===== config.mk =====
export PLATFORM = sky130hd
export DESIGN_NAME = host_line_reader
export DESIGN_NICKNAME = d
export VERILOG_FILES = /design/src/rtl/host_rd_pkg.sv /design/src/rtl/host_line_reader.sv
export SDC_FILE = /design/constraint.sdc
export NUM_CORES = 1
export LEC_CHECK = 0
export CORE_AREA = 2 2 453 455
export DETAILED_ROUTE_END_ITERATION = 10
export DIE_AREA = 0 0 455 457
export PLACE_DENSITY_LB_ADDON = 0.25
export SETUP_SLACK_MARGIN = 0.4
export SLEW_MARGIN = 20
export SYNTH_ARGS = -nofsm -noshare
export SYNTH_HDL_FRONTEND = slang
export SYNTH_SLANG_ARGS = --single-unit

===== constraint.sdc =====
create_clock -name clk -period 10 [get_ports clk]
set_input_delay 2 -clock clk [delete_from_list [all_inputs] [get_ports clk]]
set_output_delay 2 -clock clk [all_outputs]
set_load 0.1 [all_outputs]

===== src/rtl/host_rd_pkg.sv =====
// Shared definitions for the host read path.
//   CL_ADDR_W  : width of a cache-line address on the host read channel
//   CL_DATA_W  : width of one cache line of read data
//   MDATA_W    : width of the request/response tag
//   rd_state_e : job state of host_line_reader
package host_rd_pkg;

    localparam int CL_ADDR_W = 42;
    localparam int CL_DATA_W = 512;
    localparam int MDATA_W   = 16;

    typedef enum logic [1:0] {
        IDLE   = 2'd0,
        ISSUE  = 2'd1,
        DRAIN  = 2'd2,
        FINISH = 2'd3
    } rd_state_e;

endpackage


===== src/rtl/host_line_reader.sv =====
// host_line_reader: fetches num_lines consecutive cache lines starting at
// base_addr from the host read channel and writes each returned line into an
// external operand buffer, indexed by the tag of its request.
//
// Ports
//   clk, reset             : clock, synchronous active-high reset
//   start, base_addr,      : one-cycle job launch with first line address and
//   num_lines              :   line count (saturated to the buffer capacity)
//   busy, done             : job in progress / one-cycle completion pulse
//   rd_req_valid/addr/mdata: registered read requests, tag = line index
//   rd_req_almfull         : request channel back-pressure
//   rd_rsp_valid/mdata/data: read responses, any order
//   buf_we/addr/wdata      : operand-buffer write port, one cycle after a response
//   err_unexpected         : sticky; response outside a job or with an out-of-range tag
module host_line_reader
    import host_rd_pkg::*;
#(
    parameter int MAX_OUTSTANDING = 8,
    parameter int BUF_ADDR_W      = 6
) (
    input  logic                      clk,
    input  logic                      reset,
    input  logic                      start,
    input  logic [CL_ADDR_W-1:0]      base_addr,
    input  logic [BUF_ADDR_W:0]       num_lines,
    output logic                      busy,
    output logic                      done,
    output logic                      rd_req_valid,
    output logic [CL_ADDR_W-1:0]      rd_req_addr,
    output logic [MDATA_W-1:0]        rd_req_mdata,
    input  logic                      rd_req_almfull,
    input  logic                      rd_rsp_valid,
    input  logic [MDATA_W-1:0]        rd_rsp_mdata,
    input  logic [CL_DATA_W-1:0]      rd_rsp_data,
    output logic                      buf_we,
    output logic [BUF_ADDR_W-1:0]     buf_addr,
    output logic [CL_DATA_W-1:0]      buf_wdata,
    output logic                      err_unexpected
);

    localparam int CNT_W = BUF_ADDR_W + 1;
    localparam int OUT_W = $clog2(MAX_OUTSTANDING + 1);
    localparam logic [CNT_W-1:0] CAPACITY  = {1'b1, {BUF_ADDR_W{1'b0}}};
    localparam logic [OUT_W-1:0] OUT_LIMIT = OUT_W'(MAX_OUTSTANDING);

    rd_state_e            state, state_next;
    logic [CL_ADDR_W-1:0] base_q;
    logic [CNT_W-1:0]     num_q;
    logic [CNT_W-1:0]     num_sat;
    logic [CNT_W-1:0]     issue_idx;
    logic [CNT_W-1:0]     recv_cnt;
    logic [OUT_W-1:0]     outstanding;
    logic                 start_ok;
    logic                 can_issue;
    logic                 rsp_ok;
    logic                 rsp_bad;

    always_comb begin
        start_ok   = (state == IDLE) && start;
        num_sat    = (num_lines > CAPACITY) ? CAPACITY : num_lines;
        can_issue  = (state == ISSUE) && !rd_req_almfull &&
                     (outstanding < OUT_LIMIT) && (issue_idx < num_q);
        // A response is only meaningful during a job and for a tag we issued.
        rsp_ok     = rd_rsp_valid && ((state == ISSUE) || (state == DRAIN)) &&
                     (rd_rsp_mdata < MDATA_W'(num_q));
        rsp_bad    = rd_rsp_valid && !rsp_ok;
        busy       = (state != IDLE);
        done       = (state == FINISH);

        state_next = state;
        case (state)
            IDLE: begin
                if (start) state_next = (num_sat == '0) ? FINISH : ISSUE;
            end
            ISSUE: begin
                if (can_issue && (issue_idx + CNT_W'(1) == num_q)) state_next = DRAIN;
            end
            DRAIN: begin
                // recv_cnt is registered, so FINISH lands the cycle after the
                // final buffer write rather than on top of it.
                if (recv_cnt == num_q) state_next = FINISH;
            end
            FINISH: begin
                state_next = IDLE;
            end
            default: state_next = IDLE;
        endcase
    end

    always_ff @(posedge clk) begin
        if (reset) state <= IDLE;
        else       state <= state_next;
    end

    // Control: counters, valids, error flag.
    always_ff @(posedge clk) begin
        if (reset) begin
            num_q          <= '0;
            issue_idx      <= '0;
            recv_cnt       <= '0;
            outstanding    <= '0;
            rd_req_valid   <= 1'b0;
            buf_we         <= 1'b0;
            err_unexpected <= 1'b0;
        end else begin
            rd_req_valid <= can_issue;
            buf_we       <= rsp_ok;
            if (start_ok) begin
                num_q          <= num_sat;
                issue_idx      <= '0;
                recv_cnt       <= '0;
                outstanding    <= '0;
                err_unexpected <= rsp_bad;
            end else begin
                err_unexpected <= err_unexpected | rsp_bad;
                if (can_issue) issue_idx <= issue_idx + CNT_W'(1);
                if (rsp_ok)    recv_cnt  <= recv_cnt + CNT_W'(1);
                // Coincident issue and response cancel out.
                if (can_issue && !rsp_ok)
                    outstanding <= outstanding + OUT_W'(1);
                else if (!can_issue && rsp_ok && (outstanding != '0))
                    outstanding <= outstanding - OUT_W'(1);
            end
        end
    end

    // Data path: left unreset, qualified by the valids above.
    always_ff @(posedge clk) begin
        if (start_ok) base_q <= base_addr;
        if (can_issue) begin
            rd_req_addr  <= base_q + CL_ADDR_W'(issue_idx);
            rd_req_mdata <= MDATA_W'(issue_idx);
        end
        buf_addr  <= rd_rsp_mdata[BUF_ADDR_W-1:0];
        buf_wdata <= rd_rsp_data;
    end

endmodule

Fig. 1: clock network drawn from the DEF
The bar under the picture is 100 um long.
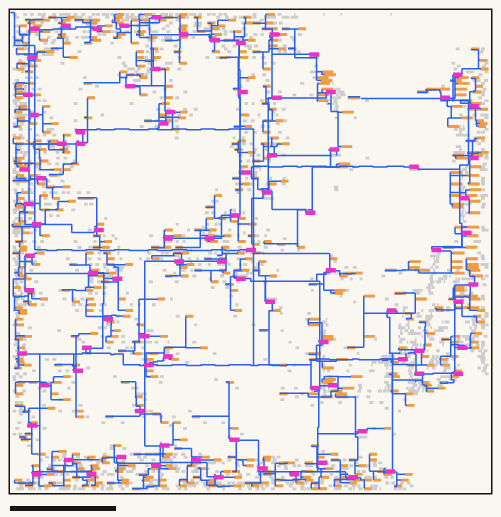
legend:
  clock-net drivers:
    color: magenta
    count: 90
  clock wires:
    color: blue
    length: 12700 um
  flip-flops:
    color: orange
    count: 639
flops lie: spread over the die
routed clock nets: 91
clk_skew: 41.53 ps
clk_lat worst skew: 720 ps

Fig. 2: clock wiring as the flow saved it
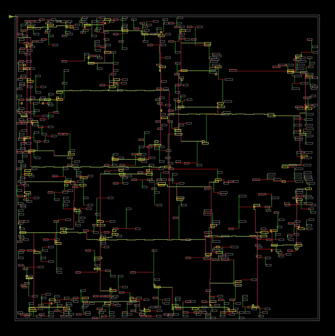
CTS Buf Count: 90
flip-flops: 639
clock sinks: 639

==> GITHUB_STEP_SUMMARY <==
### Flow metrics

| Metric | Value |
|---|---|
| Startpoint types | input port |
| Placed cell areas | 30600 um2 |
| Tap cells | about 2.7k |
| Max layer used | met5 |
| WP buf/inv | 2 |
| Design area | about 34000 um2 |
| Layout area overhead | 110.4% |
| Critical Path End | outstanding[3]$_SDFFE_PP0P_ |
| Share of cells above drive strength 1 | 0.1277 |
| Logic share of the area | 0.06487 |
| Post-synth EDFFs | about 90 |
| Tightest Pin Transition | ~1200 ps |
| Synth Seq Share | 0.8521 |
| R2R setup slack | ~6600 ps |
| GR Util met1 | 0.1214 |
| Crit path depth | 14 |
| Switching share of power | 0.3410 |
| Unrepaired setup endpoints after global routing | false |
| CP most frequent cell | a21o_1 |
| Top Layout Cells | clkdlybuf4s50_1 (1026), dfxtp_1 (548), buf_4 (127) |
| Cell Pwr Density | between 200 and 250 nW/um2 |
| Crit path DAT | 5000 ps |
| Max reg flops | about 500 |
| Main logic family after synthesis | simple AND/OR/NAND/NOR gates |
| Placed Cells | 4823 |
| WHS Endpoint | recv_cnt[6]$_SDFFE_PP0P_ |
| WL final | 150500 um |
| Comb pwr | between 0.0015 and 0.002 W |
| Combinational Power Share | 0.218 |
| DP HPWL | approximately 130000 um |
| Total congestion overflow | 0 |
| Final clock-cell share | 0.09250 |
| Endpoints failing hold | 0 |
| Port Buffers | between 1k and 1.5k |
| AO/OA Area Share | 0.02373 |
| Dominant cell area share | 0.6822 |
| Synthesis-stage register bit count | between 600 and 700 |
| Largest registers | buf_wdata x512, base_q x42, rd_req_addr x42 |
| MI comb area | about 2200 um2 |
| Clkbuf count | about 120 |
| Syn. warnings | 0 |
| Yosys Chip Area | 16080 um2 |
| Dominant logic cell type in the layout | clkdlybuf4s50_1 |
| Syn_area_per_cell | ~16 um2 |
| Core ar. | approximately 200000 um2 |
| Ys flop type | dfxtp_1 |
| H-tree depth | 3 |
| Vias per Instance | around 2.7 |
| Cell area after synthesis | roughly 16000 um2 |
| Top Consumer | the clock network |
| Hold-fix buffers at CTS | 0 |
| Cell Count, Final, Fillers Out | just over 5k |
| Max-Cap Viols | 0 |
| Post-cts resize count | 0 |
| Int Pwr | 0.005296 W |
| CP max FO | 14 |
| Hold slack | approximately 560 ps |
| Post-DRT Antenna Nets | 0 |
| Vias post-DR | 13.66k |
| Fmax | ~220 MHz |
| Hold path depth | 2 |
| Sequential power share | 0.359 |
| Critical path type | input port to register |
| Antenna Cells | approximately 40 |
| Slew headroom | 0.1711 |
| Non-clock buffering overhead | 0.3322 |
| DR pass1 iterations | 7 |
| Hold Startpoint | recv_cnt[6]$_SDFFE_PP0P_ |
| Final net count | 2840 |
| Clk pin slew, worst setup/hold paths | ~60 ps |
| Fillcell total | approximately 22k |
| Largest net degree at the start of global routing | between 50 and 60 |
| Final worst slack | about 5500 ps |
| Wl on met1 | approximately 45000 um |
| Post-place setup slack | 4846 ps |
| DRC | 0 |
| Xor/xnor share | 0.03594 |
| Chain of cells forming the critical path | clkdlybuf4s50_1 -> ha_1 -> a21o_1 -> a21o_1 -> a21oi_1 -> o21a_1 -> nand2b_1 -> ha_1 -> a21o_1 -> a21o_1 -> inv_1 -> nand2_1 -> mux2i_1 -> a21oi_1 |
| Largest class | sequential cells |
| Adder share | 0.02505 |
| Die Ht | around 460 um |
| Most common cell in the netlist | dfxtp_1 |
| Clock share of power | 0.423 |
| Non-clk bufs | between 1k and 1.5k |
| Max-slew violations | 0 |
| Reg-to-Reg Start | state[1]$_SDFFE_PP0P_ |
| Global Route Usage Sum | 0.1406 |
| Worst IR Drop VDD | roughly 0.00012 V |
| First-pass GRT wire length | around 180000 um |
| Root buffer cell | clkbuf_16 |
| Switching power | roughly 0.0027 W |
| R2R cell count | 14 |
| Die area | slightly above 200000 um2 |
| Worst Hold Class | register to register |
| M3 GR Usage | 0.09253 |
| Cycle use final | 0.4461 |
| Die W | roughly 460 um |
| Setup TNS | 0 ps |
| Mux share | 0.002490 |
| P_leak | ~13 nW |
| Wire length on met2 | roughly 80000 um |
| Slowest library cell on the worst path | o21a_1 |
| Status | finished clean |
| Top reg by flops | buf_wdata |
| CTS tree | built |
| Clk power | ~0.0034 W |
| Reg area | ~14000 um2 |
| Initial drt markers | around 630 |
| Clock Path Buffers | 3 |
| Critical Path End Type | register |
| Fin crit period | approximately 4500 ps |
| Worst path max stage delay | roughly 530 ps |
| Cells after Synth | 989 |
| Crit. Startpoint | rd_rsp_mdata[4] |
| Initial core utilization | 0.07909 |
| Vias in the first global route | 13.74k |
| Tot Pwr | 0.008036 W |
| Inverters | 27 |
| WP data required | 10540 ps |
| Met3 Routed Length | approximately 21000 um |
| Count of tool warnings | 30 |
| Wire per inst | between 20 and 30 um |
| Simple-Gate Area Share | 0.04715 |
| Cell area leaders | dfxtp_1 (68%), edfxtp_1 (17%), xnor2_1 (2.5%) |
| GR peak layer | met2 |
| Gp weighted congestion | around 1 |
| Netlist cell types | 53 |
| Post-synth ARST share | 0 |
| Boundary Pins | roughly 1.2k |
| Yosys Instances | 989 |
| Commonest cells in the netlist | dfxtp_1 (548), edfxtp_1 (91), xnor2_1 (45) |
| Reg-to-reg endpoint | outstanding[3]$_SDFFE_PP0P_ |
Fig. 3: register map, names as in the netlist
The bar under the picture is 100 um long. Other sequential cells in the stronger gray, the rest of the logic in the fainter gray.
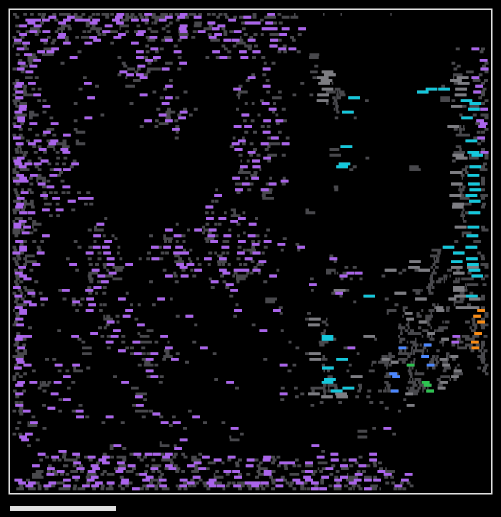
legend:
  buf_addr:
    color: orange
    flops: 6
  rd_req_addr:
    color: cyan
    flops: 42
  outstanding:
    color: green
    flops: 4
    where: lower right
  num_q:
    color: blue
    flops: 7
    where: lower right
  buf_wdata:
    color: purple
    flops: 512
Seq group: 0.00289 W
post-route core utilization: 0.1664
Seq area share: 0.4051

Fig. 4: a small window of the routed layout
Region (326, 99) to (356, 129) um. Cells in gray, sequential cells in the stronger gray; small squares are vias.
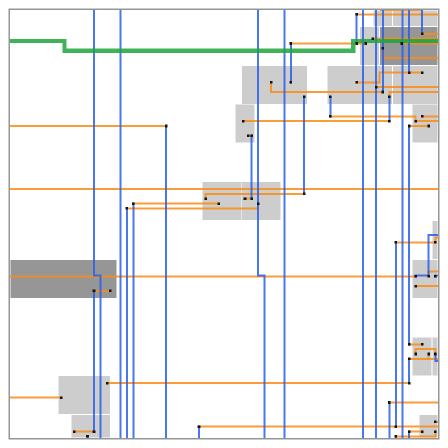
legend:
  M2:
    color: blue
  M3:
    color: green
  M1:
    color: orange
most frequent: ha_1 (3), buf_4 (3), inv_1 (2)
sequential cells in the window: 2
netlist names of flops here include: rd_req_mdata (1), state (1)
cells with their middle in the window: 14

Power and IR drop assume default switching activity.
